--- src/rtl/ack_bus_pkg.sv ---
// ---------------------------------------------------------------------------
// ack_bus_pkg
// Shared definitions for the ack-bus round-robin scheduler.
//   - Source IDs used on winner_source_id (mem, sha, aes, ctrl).
//   - Scheduler state encoding (IDLE / GRANT / RELEASE).
//   - Common source-ID type used by the arbiter and the scheduler.
// No ports; imported by rr_pick4 and ack_bus_rr_scheduler.
// ---------------------------------------------------------------------------
package ack_bus_pkg;

    localparam int unsigned NUM_SRC = 4;

    typedef logic [1:0] src_id_t;

    localparam src_id_t SRC_MEM  = 2'd0;
    localparam src_id_t SRC_SHA  = 2'd1;
    localparam src_id_t SRC_AES  = 2'd2;
    localparam src_id_t SRC_CTRL = 2'd3;

    typedef enum logic [1:0] {
        IDLE    = 2'd0,
        GRANT   = 2'd1,
        RELEASE = 2'd2
    } sched_state_t;

endpackage

--- src/rtl/rr_pick4.sv ---
// ---------------------------------------------------------------------------
// rr_pick4
// Purely combinational 4-way rotating-priority picker. Starting at i_ptr and
// moving upward modulo 4, the first requester found wins.
// Ports:
//   i_req   [3:0]  request vector, bit n = source ID n
//   i_ptr   [1:0]  ID that currently has the highest priority
//   o_valid        at least one request is present
//   o_idx   [1:0]  winning source ID (equals i_ptr when o_valid is 0)
// ---------------------------------------------------------------------------
module rr_pick4
    import ack_bus_pkg::*;
(
    input  logic [NUM_SRC-1:0] i_req,
    input  src_id_t            i_ptr,
    output logic               o_valid,
    output src_id_t            o_idx
);

    // Walk the candidates from lowest priority to highest so the last hit,
    // which is the one closest to i_ptr, is the value left in o_idx.
    always_comb begin
        src_id_t w_cand;
        o_valid = 1'b0;
        o_idx   = i_ptr;
        for (int k = NUM_SRC - 1; k >= 0; k--) begin
            w_cand = i_ptr + src_id_t'(k);
            if (i_req[w_cand]) begin
                o_valid = 1'b1;
                o_idx   = w_cand;
            end
        end
    end

endmodule

--- src/rtl/ack_bus_rr_scheduler.sv ---
// ---------------------------------------------------------------------------
// ack_bus_rr_scheduler
// Registered round-robin arbiter for the shared ack bus. One requester is
// granted at a time; the grant is held while the winner keeps requesting, up
// to HOLD_MAX cycles (0 = unlimited), and one dead cycle separates grants.
// Ports:
//   clk, rst                 rising-edge clock, synchronous active-high reset
//   req_mem/sha/aes/ctrl     requests from the four sources
//   ack_ready_to_*           one-hot registered grants
//   winner_source_id [1:0]   current or most recent winner (sticky)
//   ack_event                one-cycle pulse on the first cycle of a grant
//   hold_timeout             one-cycle pulse when HOLD_MAX revokes a grant
//   busy                     high while a grant is active
// ---------------------------------------------------------------------------
module ack_bus_rr_scheduler
    import ack_bus_pkg::*;
#(
    parameter int unsigned HOLD_MAX = 16,
    parameter int unsigned CNT_W    = 5
)
(
    input  logic       clk,
    input  logic       rst,
    input  logic       req_mem,
    input  logic       req_sha,
    input  logic       req_aes,
    input  logic       req_ctrl,
    output logic       ack_ready_to_mem,
    output logic       ack_ready_to_sha,
    output logic       ack_ready_to_aes,
    output logic       ack_ready_to_ctrl,
    output logic [1:0] winner_source_id,
    output logic       ack_event,
    output logic       hold_timeout,
    output logic       busy
);

    localparam logic [CNT_W-1:0] HOLD_LIM = CNT_W'(HOLD_MAX);

    sched_state_t        r_state;
    src_id_t             r_rrPtr;
    logic [CNT_W-1:0]    r_holdCnt;
    logic [NUM_SRC-1:0]  r_ackReady;
    src_id_t             r_winner;
    logic                r_ackEvent;
    logic                r_holdTimeout;
    logic                r_busy;

    logic [NUM_SRC-1:0]  w_req;
    logic                w_pickValid;
    src_id_t             w_pickIdx;
    logic                w_winReq;
    logic                w_limitHit;

    assign w_req      = {req_ctrl, req_aes, req_sha, req_mem};
    assign w_winReq   = w_req[r_winner];
    assign w_limitHit = (HOLD_MAX != 0) && (r_holdCnt == HOLD_LIM);

    rr_pick4 u_pick (
        .i_req   (w_req),
        .i_ptr   (r_rrPtr),
        .o_valid (w_pickValid),
        .o_idx   (w_pickIdx)
    );

    // Scheduler FSM with all outputs registered. IDLE and RELEASE share the
    // same arbitration step, so a request seen in the dead cycle starts the
    // next grant on the closing edge of that cycle. Leaving GRANT moves the
    // pointer past the winner, which is what pushes a timed-out source to
    // the back of the rotation. A drop of the winner's request always counts
    // as a normal release, even on the edge where the limit is reached.
    always_ff @(posedge clk) begin
        if (rst) begin
            r_state       <= IDLE;
            r_rrPtr       <= SRC_MEM;
            r_holdCnt     <= '0;
            r_ackReady    <= '0;
            r_winner      <= SRC_MEM;
            r_ackEvent    <= 1'b0;
            r_holdTimeout <= 1'b0;
            r_busy        <= 1'b0;
        end else begin
            case (r_state)
                IDLE, RELEASE: begin
                    r_holdTimeout <= 1'b0;
                    if (w_pickValid) begin
                        r_state    <= GRANT;
                        r_ackReady <= NUM_SRC'(1) << w_pickIdx;
                        r_winner   <= w_pickIdx;
                        r_ackEvent <= 1'b1;
                        r_holdCnt  <= CNT_W'(1);
                        r_busy     <= 1'b1;
                    end else begin
                        r_state    <= IDLE;
                        r_ackReady <= '0;
                        r_ackEvent <= 1'b0;
                        r_busy     <= 1'b0;
                    end
                end
                GRANT: begin
                    r_ackEvent <= 1'b0;
                    if (!w_winReq || w_limitHit) begin
                        r_state       <= RELEASE;
                        r_ackReady    <= '0;
                        r_busy        <= 1'b0;
                        r_rrPtr       <= r_winner + src_id_t'(1);
                        r_holdTimeout <= w_winReq;
                    end else begin
                        r_holdTimeout <= 1'b0;
                        if (r_holdCnt != '1) begin
                            r_holdCnt <= r_holdCnt + CNT_W'(1);
                        end
                    end
                end
                default: begin
                    r_state    <= IDLE;
                    r_ackReady <= '0;
                    r_ackEvent <= 1'b0;
                    r_busy     <= 1'b0;
                end
            endcase
        end
    end

    assign ack_ready_to_mem  = r_ackReady[SRC_MEM];
    assign ack_ready_to_sha  = r_ackReady[SRC_SHA];
    assign ack_ready_to_aes  = r_ackReady[SRC_AES];
    assign ack_ready_to_ctrl = r_ackReady[SRC_CTRL];
    assign winner_source_id  = r_winner;
    assign ack_event         = r_ackEvent;
    assign hold_timeout      = r_holdTimeout;
    assign busy              = r_busy;

endmodule

--- config.mk ---
export PLATFORM = sky130hd
export DESIGN_NAME = ack_bus_rr_scheduler
export DESIGN_NICKNAME = d
export VERILOG_FILES = /design/src/rtl/ack_bus_pkg.sv /design/src/rtl/rr_pick4.sv /design/src/rtl/ack_bus_rr_scheduler.sv
export SDC_FILE = /design/constraint.sdc
export NUM_CORES = 1
export LEC_CHECK = 0
export CAP_MARGIN = 40
export CORE_UTILIZATION = 51
export CTS_CLUSTER_DIAMETER = 60
export DETAILED_ROUTE_END_ITERATION = 10
export PLACE_DENSITY = 0.76
export SLEW_MARGIN = 20
export SYNTH_ARGS = -nofsm -noshare
export SYNTH_HDL_FRONTEND = slang
export SYNTH_HIERARCHICAL = 1
export SYNTH_SLANG_ARGS = --single-unit
--- constraint.sdc ---
create_clock -name clk -period 2.1 [get_ports clk]
set_input_delay 0.315 -clock clk [delete_from_list [all_inputs] [get_ports clk]]
set_output_delay 0.315 -clock clk [all_outputs]
set_load 0.01 [all_outputs]
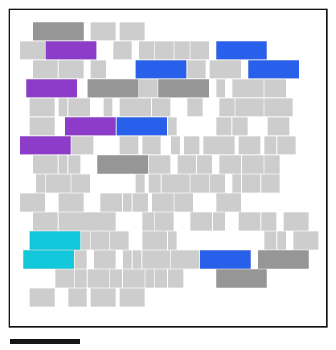
Figure 1: register map, names as in the netlist.
The bar under the picture is 10 um long. Other sequential cells in the stronger gray, the rest of the logic in the fainter gray.
[`winner_source_id`] cyan | sequential cells: 2
[`r_holdCnt`] blue | sequential cells: 5
[`r_ackReady`] purple | sequential cells: 4
not colored: 6
Seq/total area: 29.1%
share of the core filled with cells: 67.0%
Flop area: 340 um2

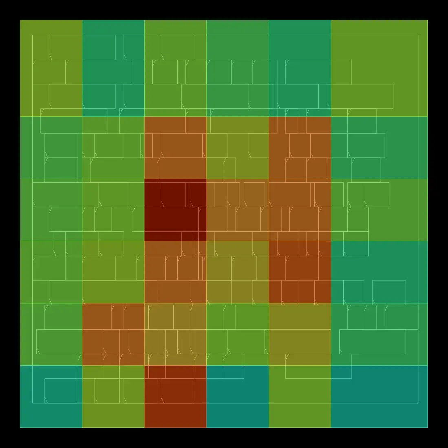
Figure 2: routing congestion.
Total Routing Usage GR: 23.9%
most used routing layer in global routing: met2
drt wl/cell: 13.9 um
met2 global-route usage: 38.8%
global routing usage on met1: 31.0%

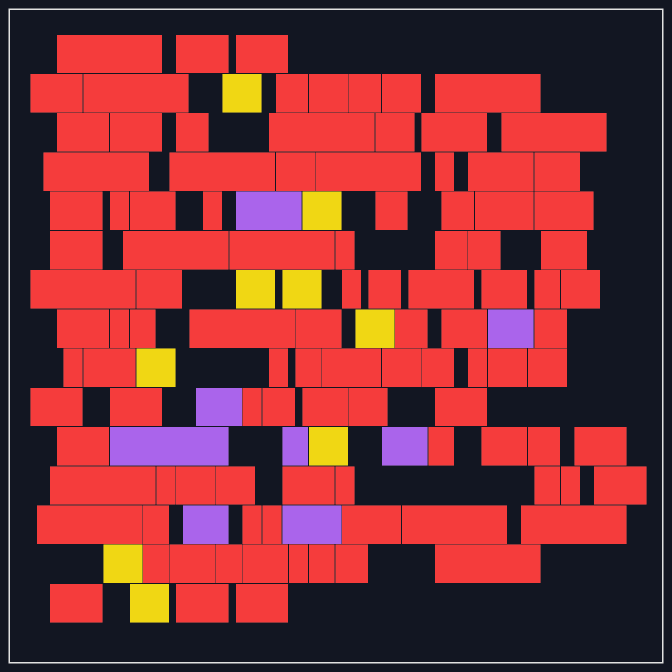
Figure 3: cell sizes after repair.
[_2 cells] purple | cells: 8
[_3 and _4 cells] yellow | cells: 9
[_0 and _1 cells] red | cells: 104

==> run summary <==
yosys + openroad results -> nets=131, Yosys warning count=6, worst endpoint data arrival time=2230 ps, Final min period=2000 ps, antenna violations before repair=0, maxcap violations=0, Clock Power Share=21.7%, H-tree depth=1, DRT Wirelength=2.03 mm, FILL cells=143, Max clock buf depth=2, Max Fanout on Critical Path=5, I/O pin cnt=15, layout cells sized above 1=14.0%, Post-Synthesis Cells=102, maximum clock rate=500 MHz, FFs w/ async S/R, synth=0%, Placer Congestion=0.888, RSZ-0062 raised after global routing=false, clk sinks=17, Net Sw Frac=31.4%, R2R depth=6, leakage=0.000461 uW, Mapped Nets=111, total grt overflow=0, Init Core Util=54.6%, core area=1750 um2, internal power=548 uW, Psw=251 uW, PD cells=683 nW/um2, Detailed Routing Iterations Pass 1=4, yosys stat area=952 um2, status=finished clean, vias=858, n_diodes=0, Avg Cell Area, Syn=9.33 um2, clk_lat worst skew=290 ps, unique cell type count in the Yosys netlist=46
[power groups by stage]
stage               logic (uW)  registers [uW]  clock network [uW]
floorplan                  143             395                   0
global placement           228             397                   0
detailed placement         235             396                   0
CTS                        236             389                 183
global route               256             395                 201
finish                     236             390                 174
[metal layers]
| layer | global-route usage, % | wire length [um] | up-vias |
|---|---|---|---|
| met5 | 0 | 0 | - |
| met4 | 9.09 | 13 | 0 |
| met3 | 4.80 | 77 | 2 |
| met2 | 38.8 | 943 | 16 |
| met1 | 31.0 | 995 | 420 |
| li1 | - | - | 420 |
[sequential cells by signal, summed over array words and instances, names as in the netlist]
name,flops
winner_source_id,2
r_rrPtr,2
r_ackReady,4
hold_timeout,1
r_state,1
ack_event,1
r_holdCnt,5
busy,1
[path summary, 6_finish.rpt]
path | end | slack (ps)
max | r_holdCnt[0] | 100
min | hold_timeout | 450
max reg2reg | r_holdCnt[0] | 100
min reg2reg | hold_timeout | 450
[final cells by class]
cell class                 instances  area [um2]  share of cell area (%)
clock buffer                       3        22.5                    1.93
clock inverter                     1        5.00                   0.428
inverter                           6        22.5                    1.93
multi-input combinational         74         563                    48.1
sequential                        17         340                    29.1
tap                               25        31.3                    2.67
timing repair buffer              20         185                    15.8
[synth_stat cells (2+ instances only)]
cell type	number	area (um2)
dfxtp_1	17	340
nor2_1	7	26.3
inv_1	6	22.5
nand2b_1	5	31.3
clkbuf_1	4	15.0
nand4_1	4	25.0
and3_1	3	18.8
ha_1	3	37.5
nand2_1	3	11.3
nor3b_1	3	22.5
a21oi_1	2	10.0
a22o_1	2	17.5
a32o_1	2	20.0
and2b_2	2	17.5
mux2i_1	2	20.0
nand3_1	2	10.0
nand3b_1	2	15.0
nand4b_1	2	17.5
nor3_1	2	10.0
o211ai_1	2	15.0
o21ai_0	2	10.0
[critical path, stage by stage, from the launching register on]
cell,delay [ps]
dfxtp_1,350
ha_1,230
and3_1,190
ha_1,220
or3b_2,520
a211o_1,320
o21ai_1,110
[stage by stage]
step	power [uW]	util (%)	cell area (um2)	std cells	setup WS (ps)
3_5_place_dp	631	65.4	1140	142	57.4
2_1_floorplan	538	-	952	102	259
5_1_grt	852	67.0	1170	146	25.1
4_1_cts	808	67.0	1170	146	107
3_3_place_gp	625	65.4	1140	142	114
6_report	799	67.0	1170	146	98.6
[cells by family (layout without fill, tap and decap cells)]
kind of cell	Yosys count	in the layout	share of synthesized area, %
compound gates	21	21	18.1
xor+xnor	1	1	0.920
fa+ha+maj	3	3	3.94
buf+inv	11	30	5.12
flops	17	17	35.7
mux	4	4	5.65
simple gates	45	45	30.5
Power is estimated from default activity; no workload was simulated.
